===== src/rtl/tpu_seq_ctrl.sv =====
// Purpose: byte-serial command sequencer feeding an N x N systolic MAC array and serialising its results.
// Latency: array-side strobes appear one cycle after the accepting cmd handshake; result bytes stream from the cycle after READ.
// Backpressure: cmd_ready drops during DRAIN and RD; out_byte holds while out_ready is low.
//
// Ports:
//   clk, rst_n                      clock, asynchronous active-low reset
//   cmd_valid/cmd_ready/cmd_byte    command/data byte input handshake
//   w_we, w_idx, w_byte             registered weight write port (row-major index)
//   acc_clr                         registered one-cycle accumulator clear
//   act_valid, act_vec              registered activation vector strobe (byte i at [8*i+:8])
//   drain                           registered array drain enable
//   acc_in                          array results (result j at [ACC_W*j+:ACC_W])
//   out_valid/out_ready/out_byte    result byte output handshake (result 0 first, LSB-first)
//   busy, done                      not-idle flag, one-cycle end-of-RUN pulse

module tpu_seq_ctrl #(
  parameter int N         = 2,
  parameter int ACC_W     = 16,
  parameter int DRAIN_CYC = 3
) (
  input  logic                   clk,
  input  logic                   rst_n,
  input  logic                   cmd_valid,
  output logic                   cmd_ready,
  input  logic [7:0]             cmd_byte,
  output logic                   w_we,
  output logic [$clog2(N*N)-1:0] w_idx,
  output logic [7:0]             w_byte,
  output logic                   acc_clr,
  output logic                   act_valid,
  output logic [8*N-1:0]         act_vec,
  output logic                   drain,
  input  logic [N*ACC_W-1:0]     acc_in,
  output logic                   out_valid,
  input  logic                   out_ready,
  output logic [7:0]             out_byte,
  output logic                   busy,
  output logic                   done
);

  localparam int NW  = N * N;
  localparam int WIW = $clog2(NW);
  localparam int PW  = (N > 1) ? $clog2(N) : 1;
  localparam int NB  = N * ACC_W / 8;
  localparam int RBW = (NB > 1) ? $clog2(NB) : 1;
  localparam int DCW = $clog2(DRAIN_CYC + 1);

  localparam logic [1:0] OP_NOP  = 2'b00;
  localparam logic [1:0] OP_LDW  = 2'b01;
  localparam logic [1:0] OP_RUN  = 2'b10;
  localparam logic [1:0] OP_READ = 2'b11;

  typedef enum logic [2:0] {
    S_IDLE,
    S_LD_W,
    S_LD_A,
    S_DRAIN,
    S_RD
  } state_t;

  state_t               state_q, state_d;
  logic [WIW-1:0]       w_cnt_q;
  logic [PW-1:0]        pos_q;
  logic [5:0]           vec_cnt_q;
  logic [8*N-1:0]       vbuf_q;
  logic [DCW-1:0]       drn_cnt_q;
  logic [RBW-1:0]       rd_cnt_q;
  logic [N*ACC_W-1:0]   snap_q;

  logic                 accept;
  logic                 rd_xfer;
  logic [1:0]           op;
  logic [5:0]           len;
  logic                 w_last;
  logic                 vec_end;
  logic                 vec_last;
  logic                 drn_end;
  logic                 rd_last;
  logic [8*N-1:0]       vec_next;

  assign cmd_ready = (state_q == S_IDLE) || (state_q == S_LD_W) || (state_q == S_LD_A);
  assign out_valid = (state_q == S_RD);
  assign out_byte  = snap_q[7:0];
  assign busy      = (state_q != S_IDLE);

  assign accept   = cmd_valid && cmd_ready;
  assign rd_xfer  = out_valid && out_ready;
  assign op       = cmd_byte[7:6];
  assign len      = cmd_byte[5:0];
  assign w_last   = (w_cnt_q == WIW'(NW - 1));
  assign vec_end  = (pos_q == PW'(N - 1));
  assign vec_last = vec_end && (vec_cnt_q == 6'd1);
  assign drn_end  = (drn_cnt_q == DCW'(DRAIN_CYC));
  assign rd_last  = (rd_cnt_q == RBW'(NB - 1));

  // Vector under construction with the current byte merged in; used both to
  // keep packing and to launch the completed vector without a stall cycle.
  always_comb begin
    vec_next = vbuf_q;
    vec_next[8*int'(pos_q) +: 8] = cmd_byte;
  end

  always_ff @(posedge clk or negedge rst_n) begin
    if (!rst_n) begin
      state_q <= S_IDLE;
    end else begin
      state_q <= state_d;
    end
  end

  always_comb begin
    state_d = state_q;
    case (state_q)
      S_IDLE: begin
        if (accept) begin
          case (op)
            OP_LDW:  state_d = S_LD_W;
            OP_RUN:  state_d = (len != 6'd0) ? S_LD_A : S_IDLE;
            OP_READ: state_d = S_RD;
            default: state_d = S_IDLE;
          endcase
        end
      end
      S_LD_W:  if (accept && w_last)   state_d = S_IDLE;
      S_LD_A:  if (accept && vec_last) state_d = S_DRAIN;
      S_DRAIN: if (drn_end)            state_d = S_IDLE;
      S_RD:    if (rd_xfer && rd_last) state_d = S_IDLE;
      default: state_d = S_IDLE;
    endcase
  end

  always_ff @(posedge clk or negedge rst_n) begin
    if (!rst_n) begin
      w_we      <= 1'b0;
      w_idx     <= '0;
      w_byte    <= '0;
      acc_clr   <= 1'b0;
      act_valid <= 1'b0;
      act_vec   <= '0;
      drain     <= 1'b0;
      done      <= 1'b0;
      w_cnt_q   <= '0;
      pos_q     <= '0;
      vec_cnt_q <= '0;
      vbuf_q    <= '0;
      drn_cnt_q <= '0;
      rd_cnt_q  <= '0;
      snap_q    <= '0;
    end else begin
      // Strobes are single-cycle unless re-asserted below.
      w_we      <= 1'b0;
      acc_clr   <= 1'b0;
      act_valid <= 1'b0;
      drain     <= 1'b0;
      done      <= 1'b0;
      case (state_q)
        S_IDLE: begin
          if (accept) begin
            case (op)
              OP_LDW: w_cnt_q <= '0;
              OP_RUN: begin
                if (len != 6'd0) begin
                  acc_clr   <= 1'b1;
                  vec_cnt_q <= len;
                  pos_q     <= '0;
                end
              end
              OP_READ: begin
                snap_q   <= acc_in;
                rd_cnt_q <= '0;
              end
              default: ;
            endcase
          end
        end
        S_LD_W: begin
          if (accept) begin
            w_we    <= 1'b1;
            w_idx   <= w_cnt_q;
            w_byte  <= cmd_byte;
            w_cnt_q <= w_cnt_q + WIW'(1);
          end
        end
        S_LD_A: begin
          if (accept) begin
            if (vec_end) begin
              act_valid <= 1'b1;
              act_vec   <= vec_next;
              vec_cnt_q <= vec_cnt_q - 6'd1;
              pos_q     <= '0;
              drn_cnt_q <= '0;
            end else begin
              vbuf_q <= vec_next;
              pos_q  <= pos_q + PW'(1);
            end
          end
        end
        S_DRAIN: begin
          // The first DRAIN cycle coincides with the last act_valid, so the
          // registered drain starts one cycle later and runs DRAIN_CYC cycles.
          if (drn_end) begin
            done <= 1'b1;
          end else begin
            drain     <= 1'b1;
            drn_cnt_q <= drn_cnt_q + DCW'(1);
          end
        end
        S_RD: begin
          if (rd_xfer) begin
            snap_q   <= snap_q >> 8;
            rd_cnt_q <= rd_cnt_q + RBW'(1);
          end
        end
        default: ;
      endcase
    end
  end

endmodule


===== config.mk =====
export PLATFORM = sky130hd
export DESIGN_NAME = tpu_seq_ctrl
export DESIGN_NICKNAME = d
export VERILOG_FILES = /design/src/rtl/tpu_seq_ctrl.sv
export SDC_FILE = /design/constraint.sdc
export NUM_CORES = 1
export LEC_CHECK = 0
export ABC_AREA = 1
export CAP_MARGIN = 25
export CORE_ASPECT_RATIO = 2
export CORE_MARGIN = 2
export CORE_UTILIZATION = 40
export CTS_CLUSTER_SIZE = 40
export DETAILED_ROUTE_END_ITERATION = 10
export SLEW_MARGIN = 5
export SYNTH_ARGS = -nofsm -noshare
export SYNTH_HDL_FRONTEND = slang
export SYNTH_SLANG_ARGS = --single-unit

===== constraint.sdc =====
create_clock -name clk -period 2.91 [get_ports clk]
set_input_delay 0.582 -clock clk [delete_from_list [all_inputs] [get_ports clk]]
set_output_delay 0.582 -clock clk [all_outputs]
set_load 0.1 [all_outputs]

==> changes_impl.md, run 1 <==
### Physical design

* Number of global-route vias before repair at 3580
* Antenna cells at 0
* Kind of launch point of the worst setup path: flop
* Total number of yosys warnings at 0
* Top metal layer carrying routed signals: met4
* Clock net sink count at 95
* Count of buffers added by post-CTS timing repair for setup at 0
* Slew of the pin with the lowest slew margin at 0.741 ns
* Setup repair after global routing missed its margin: no
* Worst-skew pair later-pin latency at 0.34 ns
* Fraction of synthesized cell area taken by the top area cell type at approximately 52%
* Worst-case clock skew at 0.00781 ns
* Total CTS buffers at 9
* Endpoint of the worst setup timing path: busy
* Number of enable flip-flop cells at 0
* Switching share of power at 51.5%
* Cell Type Count at 34
* Hold crit path type: in2async
* Total clock network power at 1.20 mW
* Sequential fraction of design power at a little under a third
* Clock group share of total power at 16.8%
* Number of synthesized register bits at around 95
* Most used standard cells in the synthesized netlist: nand2_1, dfrtp_1, o21ai_0
* Clock root buffer master: clkbuf_16
* Cell total in the yosys stat output at 536
* Number of rows created at floorplan at 55
* Number of design rule violations left after detail routing at 0
* Maximum number of pins on one net before global-route repair at 57
* Iter 0 DRT Violations at 102
* Pins Over Slew Limit at 0
* Dominant cell type by area after synthesis: dfrtp_1
* Via count at between 3000 and 4000
* Final setup violation count at 0
* Netlist area before placement at between 4000 and 5000 um^2
* Final worst-path cycle share at between 70% and 80%
* Global routing usage summed across all routing layers at 18.1%
* Count of tool warnings at 27
* First-pass GRT wire length at 17.3 mm
* Final-report hold violation count at 0
* H-tree lvl count at 3
* Critical path launch point: state_q[0]$_DFFE_PN0P_
* Top power consumer group: combinational logic
* Met2 WL at 5.48 mm
* Met2 Usage GRT at 32.1%
* Routed wl met3 at 557 um
* Static power due to leakage at 2.84 nW
* Total core area at 11300 um^2
* Via density per instance at between 4 and 5
* Internal reg-to-reg setup slack at about 1 ns
* Worst IR drop on VDD at 0.861 mV
* Crit path required time at 2.33 ns
* Hold_ws at 0.295 ns
* Area growth syn-to-layout at 22.4%
* Reg2reg end: snap_q[9]$_DFFE_PN0P_
* Combinational share of power at 53.3%
* Remaining antenna violation count at 0
* Tightest slew margin relative to the limit at 50.6%
* Fraction of layout cells with a size suffix above 1 at 18.3%
* Total congestion overflow after global routing at 0
* Final routed wire length divided by cell count at 14.1 um
* First-pass detailed-route iteration total at 4
* Fraction of met3 tracks used by global routing at around 4.6%
* Largest fanout on the critical path at 7
* Synthesized chip area reported by yosys at 4610 um^2
* HPWL after detailed placement at between 7 and 8 mm
* Worst Path Class, Setup: reg2out
* Number of top-level pins at 86
* Min Clock Period, post-route at 2.19 ns
* Met1 Wirelength at 4.20 mm
* Cell internal pwr at between 3 and 4 mW
* Core Density at Floorplan at between 40 and 50%
* Sequential cell power at 2.15 mW
* Clock tree from TritonCTS: yes
* Max-cap viol count at 0
* Status: finished clean
* FFs w/ async S/R, synth at 100%
* Gr busiest metal: met2
* Dominant register cell in the synthesized netlist: dfrtp_1
* Number of nets in the synthesized netlist at 585
* Synthesized area divided by synthesized cell count at 8.60 um^2
* Total area of multi-input combinational cells at 1760 um^2
* Register cell area after layout at 2380 um^2
* DIE HEIGHT at 156 um
* Data arrival time of the critical path at approximately 1.6 ns
* Cells after synthesis at around 540
* # fillers at 1116
* Power of the combinational group at 3.81 mW
* Chip Footprint at 12500 um^2
* Critical R2R Launch: state_q[1]$_DFFE_PN0P_
* Met1 layer usage reported by global route at 20.4%
* Most used standard cell by instance count after synthesis: nand2_1
* P per Cell Area at 1270 nW/um^2
* Tally of buffers added on design ports at 85
* Largest buffer count on any clock path at 2
* CTS Hold Buffers Added at 0
* Register clock-pin slew on the reported worst setup and hold paths at around 0.070 ns
* Initial antenna violation count at 0
* Final TNS setup at 0 ns
* Seq share, synth at 51.5%
* Width of the die at 79.9 um
* # nets final at 650
* Biggest area contributors in the synthesized netlist: dfrtp_1, nand2_1, o21ai_0
* # resized after CTS at 0
* RD Place Congestion at slightly above 0.8
* Cells on worst reg2reg path at 9
* Total net switching power at between 3 and 4 mW
* Worst Setup End Kind: output pin
* DRT Wirelength at ~11 mm
* Max Freq at 457 MHz
## run 1: metrics by stage
| step | cell area, um^2 | power (mW) | std cells | util (%) | setup slack [ns] |
|---|---|---|---|---|---|
| finish | 5650 | 7.16 | 747 | 50.0 | 0.724 |
| detailed placement | 5340 | 6.01 | 732 | 47.3 | 0.525 |
| global placement | 5340 | 5.96 | 732 | 47.3 | 0.609 |
| floorplan | 4610 | 5.30 | 536 | - | 1.08 |
| global route | 5650 | 7.61 | 747 | 50.0 | 0.613 |
| CTS | 5650 | 7.24 | 747 | 50.0 | 0.724 |
## run 1: area by class of cell
cell class | instances | area share (%)
Tap cell | 142 | 3.15
Inverter | 58 | 3.90
Sequential cell | 95 | 42.1
Clock buffer | 11 | 4.48
Clock inverter | 4 | 0.953
Multi-Input combinational cell | 346 | 31.2
Timing Repair Buffer | 91 | 14.2
## run 1: flip-flops by register name, summed over array words and instances, names as in the netlist, 2 cells and up
signal,flops
snap_q,32
act_vec,16
vbuf_q,16
w_byte,8
vec_cnt_q,6
state_q,3
drn_cnt_q,2
rd_cnt_q,2
w_cnt_q,2
w_idx,2
## run 1: layout by cell type (no fill, tap or decap), types with 4 or more instances in the layout
master,instances
nand4_1,9
nor2_1,17
clkdlybuf4s50_1,42
nand3_1,16
nand2_1,172
mux2_2,8
o21a_1,8
buf_4,48
inv_1,53
dfrtp_1,95
nor2_4,4
o21ai_0,69
nand2_2,11
clkbuf_16,9
inv_2,4
ha_1,5
o21ai_2,12
## run 1: logic make-up after synthesis
family | synth area share (%)
simple gates | 23.1
buf+inv | 10.2
flops | 51.5
compound gates | 11.8
mux | 1.95
fa+ha+maj | 1.36
## run 1: critical path, stage by stage (launching register included)
cell and delay (ns):
dfrtp_1 0.46, nor2_1 0.25, inv_1 0.06, nor2_1 0.18, inv_1 0.08, buf_4 0.24
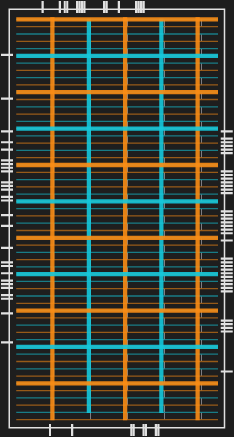
Run 1: PDN straps and rails
Pins as bars on the die edge. Tap cells in grey.
- VSS: orange
- VDD: cyan
- signal pins: 86
- rows: 55

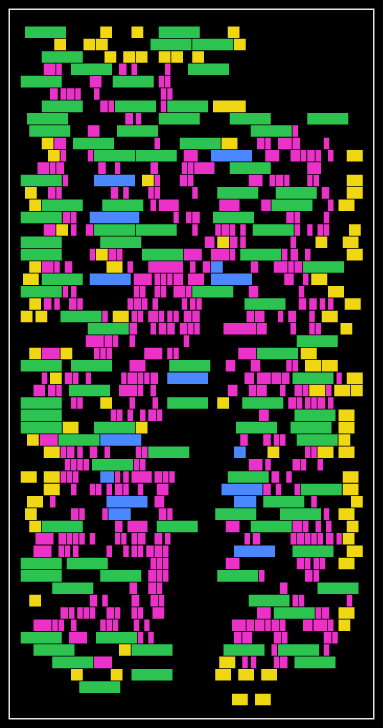
Run 1: placed cells, one colour a class
- remaining buffers and delay cells: yellow (cells 91)
- sequential cells: green (cells 95)
- combinational and other logic: magenta (cells 404)
- clock drivers and dummy loads: blue (cells 15)

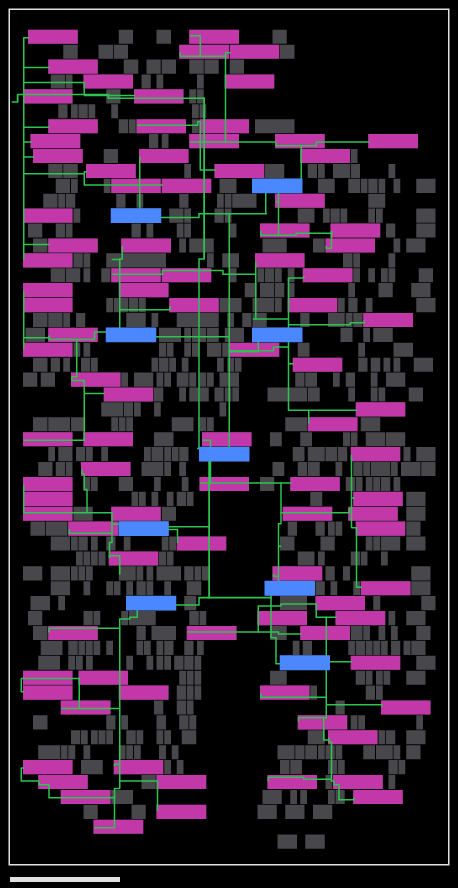
Run 1: routed clock nets over the placement
The bar under the picture is 20 um long.
- clock drivers: blue (count 9)
- flip-flops: magenta (count 95)
- clock wires: green (length 1180 um)
- flops lie: spread over the die
- routed clock nets: 10

==> run 2: changes to the inputs <==
- PLACE_DENSITY: default -> 0.66
- clock period: 2.91 -> 1.9 ns (I/O delays scaled with it)
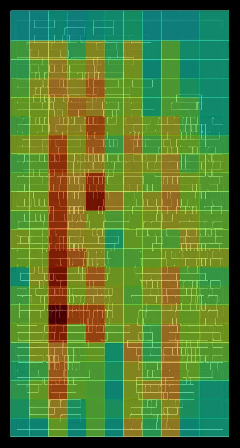
Run 2: routing congestion
met1 layer usage reported by global route: 21.1%
fraction of met3 tracks used by global routing: 3.82%

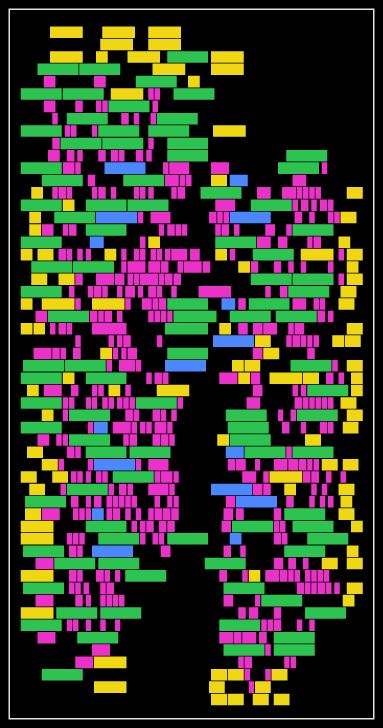
Run 2: placed cells, one colour a class
end-of-flow core utilization: 53.2%
number of rows created at floorplan: 55
sequential cell area share: 39.6%

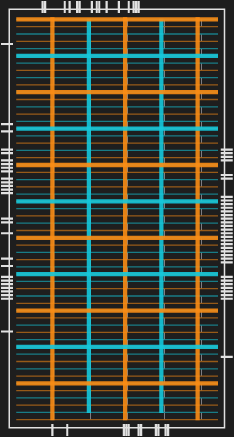
Run 2: PDN straps and rails
Pins as bars on the die edge. Tap cells in grey.
- VDD: cyan
- VSS: orange
- met5 straps: 11
- rows: 55
- tap cells: 142
- signal pins: 86
- met1 rails: 56
width of the die: 79.9 um
DIE HEIGHT: 156 um
total core area: 11300 um^2
worst IR drop on VDD: 1.41 mV

==> changes_impl.md, run 2 <==
### Physical design

* Switching share of power at around 51%
* Max-cap viol count at 0
* Max Freq at 548 MHz
* Flip-flop count of the largest register, all copies and words added at 32
* Final setup margin at approximately 0.075 ns
* Worst Path Class, Setup: reg2out
* Worst-skew pair later-pin latency at 0.34 ns
* Fraction of synthesized cell area taken by the top area cell type at 51.5%
* Worst Setup End Kind: output pin
* FFs w/ async S/R, synth at 100%
* Seq share, synth at 51.5%
* Combinational share of power at 55.7%
* Count of buffers added by post-CTS timing repair for setup at 0
* Status: finished clean
* Final routed wire length divided by cell count at 14.0 um
* Total net switching power at 5.87 mW
* Remaining antenna violation count at 0
* Chip Footprint at 12500 um^2
* Most used standard cell by instance count after synthesis: nand2_1
* Setup repair after global routing missed its margin: no
* Total CTS buffers at 9
* Number of top-level pins at approximately 86
* Number of nets in the synthesized netlist at 585
* Clock group share of total power at 15.0%
* RD Place Congestion at 0.879
* Reg2reg end: act_vec[3]$_DFFE_PN0P_
* Largest buffer count on any clock path at 2
* # nets final at 660
* DRT Wirelength at around 11 mm
* Core Density at Floorplan at 40.9%
* Pins Over Slew Limit at 0
* Buffers and inverters on the worst path at 3
* Final setup violation count at 0
* Iter 0 DRT Violations at 135
* Hold_sp: vbuf_q[11]$_DFFE_PN0P_
* Area growth syn-to-layout at 30.2%
* Area of all placed cells without fillers at 6010 um^2
* Cells on worst reg2reg path at 5
* Total power of the final layout at 11.6 mW
* Largest fanout on the critical path at 7
* Biggest area contributors in the synthesized netlist: dfrtp_1, nand2_1, o21ai_0
* Critical path's most frequent cell: inv_1
* # resized after CTS at 2
* Cells after synthesis at 536
* Sequential fraction of design power at 29.3%
* Number of enable flip-flop cells at 0
* Registers with the highest flip-flop counts: snap_q: 32 flops, act_vec: 16 flops, vbuf_q: 16 flops
* H-tree lvl count at 3
* Count of cells along the worst hold path at 0
* Cell total in the yosys stat output at ~540
* Hold crit path type: reg2reg
* Clock tree from TritonCTS: yes
* Critical path's slowest cell: dfrtp_1
* Fraction of layout cells with a size suffix above 1 at 20.3%
* CTS Hold Buffers Added at 1
* Critical R2R Launch: state_q[2]$_DFFE_PN0P_
* Hold_ws at 0.375 ns
* Number of synthesized register bits at 95
* Min Clock Period, post-route at 1.82 ns
* Tightest slew margin relative to the limit at approximately two thirds
* Setup slack at placement at -0.0156 ns
* Count of tool warnings at 27
* Internal reg-to-reg setup slack at 0.30 ns
* Kind of launch point of the worst setup path: flop
* Gate family responsible for the most delay along the worst path: flip-flops
* Dominant register cell in the synthesized netlist: dfrtp_1
* Global routing usage summed across all routing layers at 18.3%
* First-pass detailed-route iteration total at 4
* Final-report hold violation count at 0
* Crit path required time at 1.52 ns
* Tally of buffers added on design ports at 85
* Cell internal pwr at 5.70 mW
* Via density per instance at ~4.8
* Top library cells by usage in the layout, fill and taps aside: nand2_1, dfrtp_1, o21ai_0
* Static power due to leakage at 2.97 nW
* Register clock-pin slew on the reported worst setup and hold paths at 0.07 ns
* Netlist area before placement at 4610 um^2
* Maximum number of pins on one net before global-route repair at 57
* Synthesized chip area reported by yosys at 4610 um^2
* Cell Type Count at 34
* Synthesized area divided by synthesized cell count at 8.60 um^2
* Data arrival time of the critical path at 1.44 ns
* Finished Layout Cells at 758
* Series of cell instances along the critical path: nor2_4, inv_1, nor2_2, inv_1, buf_12
* Number of global-route vias before repair at 3792
* Dominant cell type by area after synthesis: dfrtp_1
* Most used standard cells in the synthesized netlist: nand2_1, dfrtp_1, o21ai_0
* Total number of yosys warnings at 0
* Final TNS setup at 0 ns
* Initial antenna violation count at 0
* P per Cell Area at 1930 nW/um^2
* Most instantiated logic cell after routing: nand2_1
* Number of design rule violations left after detail routing at 0
* Total congestion overflow after global routing at 0
* Clock net sink count at 95
* Clock root buffer master: clkbuf_16
* # fillers at 1046
* Cell total after placement at between 700 and 800
* Max stage delay on crit path at 0.50 ns
* Biggest register: snap_q
* First-pass GRT wire length at 18.0 mm
* Via count at 3658
* Slew of the pin with the lowest slew margin at 0.487 ns
* Placed instance area at 5700 um^2
* Antenna cells at 0
* Final worst-path cycle share at between 90% and 100%
* Worst-case clock skew at roughly 0.0074 ns
* HPWL after detailed placement at about 8.0 mm
* Endpoint of the worst hold-timing path: vbuf_q[11]$_DFFE_PN0P_
run 2: metal layers:
metal / global-route usage, % / wire (um) / share of wire, %
met5: 0 / 0 / 0
met4: 7.18 / 187 / 1.8
met3: 3.82 / 459 / 4.3
met2: 32.5 / 5830 / 55
met1: 21.1 / 4150 / 39
run 2: cell families after synthesis:
kind of cell    Yosys count  share of synthesized area [%]
mux                       8                           1.95
flops                    95                           51.5
simple gates            239                           23.1
compound gates           94                           11.8
buf+inv                  95                           10.2
fa+ha+maj                 5                           1.36
run 2: power by group through the flow:
stage	combinational [mW]	clock (mW)	sequential [mW]
2_1_floorplan	2.88	0	5.23
4_1_cts	6.49	1.78	3.39
3_5_place_dp	6.47	0	3.42
6_report	6.44	1.73	3.39
5_1_grt	6.90	1.87	3.50
3_3_place_gp	6.39	0	3.39
run 2: worst max path at each step:
stage | from | endpoint | slack (ns) | cells after the start
global placement | cmd_byte[7] | vec_cnt_q[2]$_DFFE_PN0P_ | 0.02 | 9
detailed placement | cmd_byte[7] | vec_cnt_q[1]$_DFFE_PN0P_ | -0.02 | 9
finish | state_q[2]$_DFFE_PN0P_ | busy | 0.08 | 5
floorplan | state_q[1]$_DFFE_PN0P_ | state_q[0]$_DFFE_PN0P_ | 0.08 | 9
global route | state_q[2]$_DFFE_PN0P_ | busy | 0.009 | 5
CTS | state_q[2]$_DFFE_PN0P_ | busy | 0.003 | 5
run 2: final cells by class:
cell class	count	area, um^2	share of cell area [%]
tap	142	178	2.96
timing repair buffer	101	1170	19.4
multi-input combinational	346	1770	29.5
sequential	95	2380	39.6
clock buffer	9	225	3.75
inverter	58	220	3.67
clock inverter	7	63.8	1.06
Power is estimated from default activity; no workload was simulated.
